==> config.mk <==
export PLATFORM = sky130hd
export DESIGN_NAME = oflow_iou_best_match_flat
export DESIGN_NICKNAME = d
export VERILOG_FILES = /design/src/rtl/oflow_iou_best_match_if.sv /design/src/rtl/oflow_iou_best_match.sv /design/src/flat_wrapper.sv
export SDC_FILE = /design/constraint.sdc
export NUM_CORES = 1
export LEC_CHECK = 0
export CAP_MARGIN = 20
export CORE_MARGIN = 1.5
export CORE_UTILIZATION = 32
export DETAILED_ROUTE_END_ITERATION = 12
export PLACE_DENSITY = 0.5
export SETUP_SLACK_MARGIN = 0.3
export SYNTH_ARGS = -nofsm -noshare
export SYNTH_HDL_FRONTEND = slang
export SYNTH_SLANG_ARGS = --single-unit
==> constraint.sdc <==
create_clock -name clk -period 2.7 [get_ports clk]
set_input_delay 0.27 -clock clk [delete_from_list [all_inputs] [get_ports clk]]
set_output_delay 0.27 -clock clk [all_outputs]
set_load 0.02 [all_outputs]
### Cell outlines without signal wires

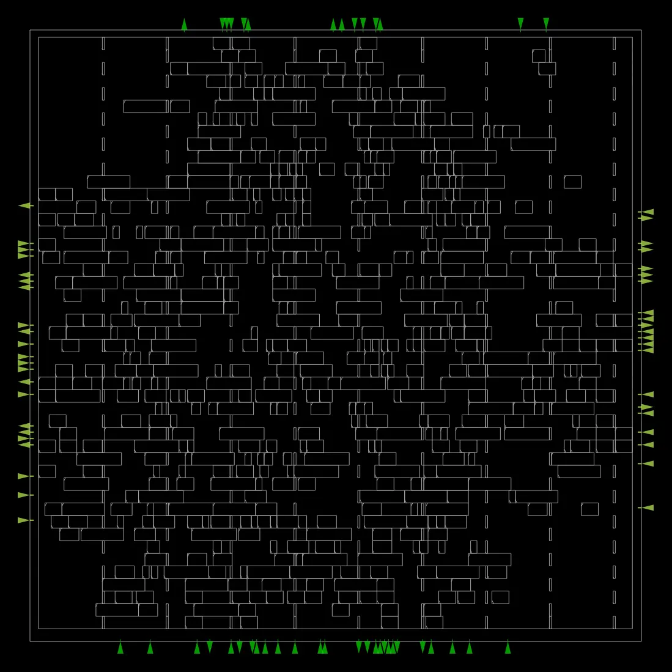
flop share of the area: 37.03%
Well-Tap Cells: 220
flop count: 98

### Ports around the boundary

(4 px per um) Pins as bars across the die edge, other pins in grey.
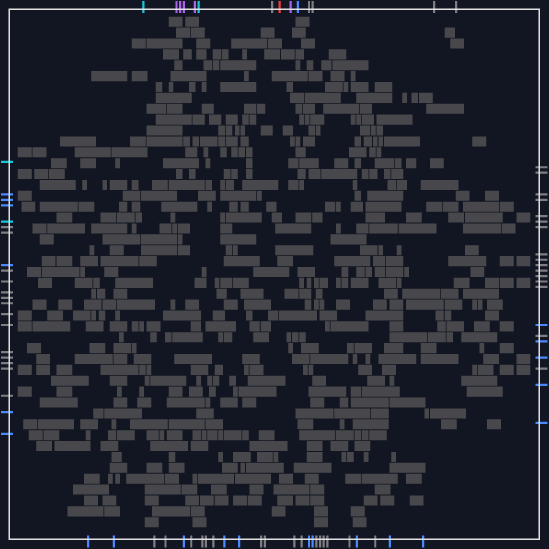
| colour | port | pins | direction | edge |
|---|---|---|---|---|
| cyan | `bus_best_id` | 4 | output | 2 top, 2 left |
| purple | `bus_num_candidates` | 5 | input | top |
| red | `bus_timeout` | 1 | output | top |
| blue | `bus_cost_threshold` | 22 | input | 10 bottom, 6 left, 5 right, 1 top |
Vert. Die Dim: 132.1 um
die width: 132.1 um
number of buffers added on ports: 82

### Layout detail

Window x 46 to 86, y 46 to 86 um. Cells in grey, sequential cells in the stronger grey; small squares are vias.
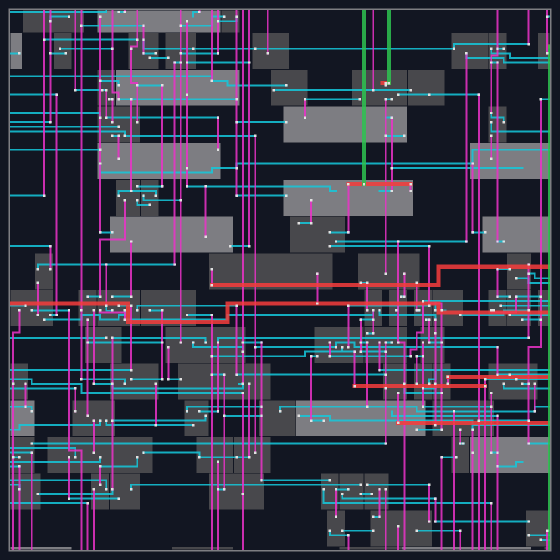
| colour | layer |
|---|---|
| magenta | M2 |
| green | M4 |
| red | M3 |
| cyan | M1 |
most frequent: buf_4 (8), dfrtp_1 (7)
sequential cells in the window: 10
cells with their middle in the window: 70

### The metal 2 layer

(3 px per um)
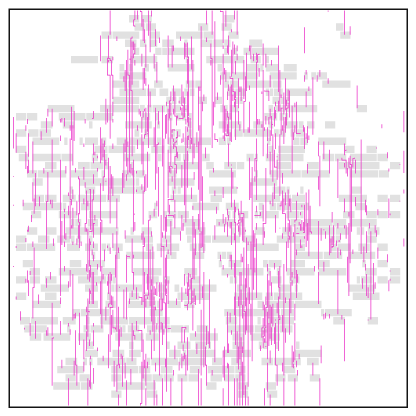
nets with wire on the layer: 568
share of all routed wire: 45%
wire length on this layer: 5820 um
WL final: 12940 um
GR Util met2: 23.79%

### Wiring by layer

(3 px per um) Two of the layers only.
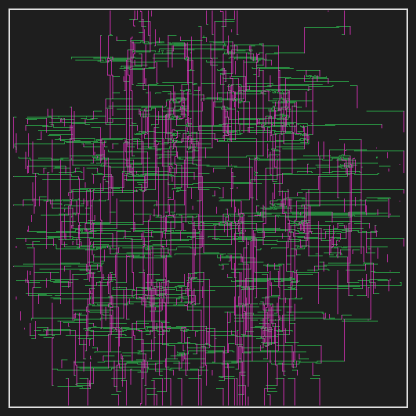
| colour | layer | wire length |
|---|---|---|
| magenta | M2 | 5820 um |
| green | M1 | 6330 um |
drt wl/cell: 16.39 um
via count: 3878
Tot GR Track Use: 15.61%

==> results.cfg <==
; generated from flow reports
[synthesis]
ys_sh_adder_pct = 11.72
synthMuxAreaShare_pct = 11.30
synth-xor-area-share_pct = 1.313
ys_top_logic_family = AND-OR/OR-AND gates
common_cells = inv_1, dfrtp_1, ha_1, mux2_2, dfstp_2
yosys.area_share.simple_pct = 9.426
topCellsByArea = dfrtp_1, dfstp_2, ha_1
async_flop_share_pct = 100.0
ff_type = dfrtp_1
top_area_share_pct = 24.85
top_area_cell = dfrtp_1

[critical_path]
rrSetupSlack_ps = 410
cp_cell_sequence = inv_1, ha_1, a211o_1, a21oi_1, o21ai_1, a41oi_2, a21boi_4, buf_6, o32ai_1
crit_family = AND-OR/OR-AND gates
path_buffers = 2
worstPathMaxFanout = 16
end_kind = flip-flop
slowest_stage = dfstp_2
slowest_delay_ps = 570
start_kind = flip-flop
cp.depth = 9
cp.required_ps = 2920

[die]
die-area_um2 = 17460
initCoreUtil_pct = 32.52

[power_and_ir_drop]
finalPower_mw = 6.767
clock_net_power_mw = 1.26
clkPwrFrac_pct = 18.7
vdd_ir_drop_max_uv = 347.9
sw_frac_of_total_pct = 37.30
power.density_nw_per_um2 = 999.0
p_comb_share_pct = 45.2

[placement]
placedCellCount = 772
placed_area_um2 = 6465
dpl_worst_slack_ps = 201.6
dpl.hpwl_um = 9598

[route]
wl_met3_um = 505
first_pass_iters = 4
postRouteAntennaNets = 0
wl_met2_um = 5817

[layout]
inverters = 57
drive_above_1_share_pct = 24.43
fill_cells = 1550
bufAreaShareNonClock_pct = 14.19
fin_cells = 789
comb_area_share_pct = 37.26
final_area_um2 = 6774
clock_area_share_pct = 4.304
comb_cells = 300
n_antenna_cell = 0
lay_top_count = clkdlybuf4s50_1
register_area_um2 = 2509
final_cell_mix = clkdlybuf4s50_1, inv_1, dfrtp_1, mux2_2, ha_1
nNetsFinal = 667

[global_routing]
antenna_found_initial = 0
grt_max_degree = 54
overflow = 0
grt_pass1_vias = 3952

[sta]
worstMarginPinSlew_ps = 617.3
fmax_ghz = 0.4365
slew_headroom_pct = 58.84
fin_ws_ps = 409.3
period_used_pct = 84.84
maxSlewViolCount = 0

[flow_run]
warnings = 31

[clock_network]
root_buffer = clkbuf_16
h-tree-depth = 3
cts_tree = built

[run_status]
status = completed
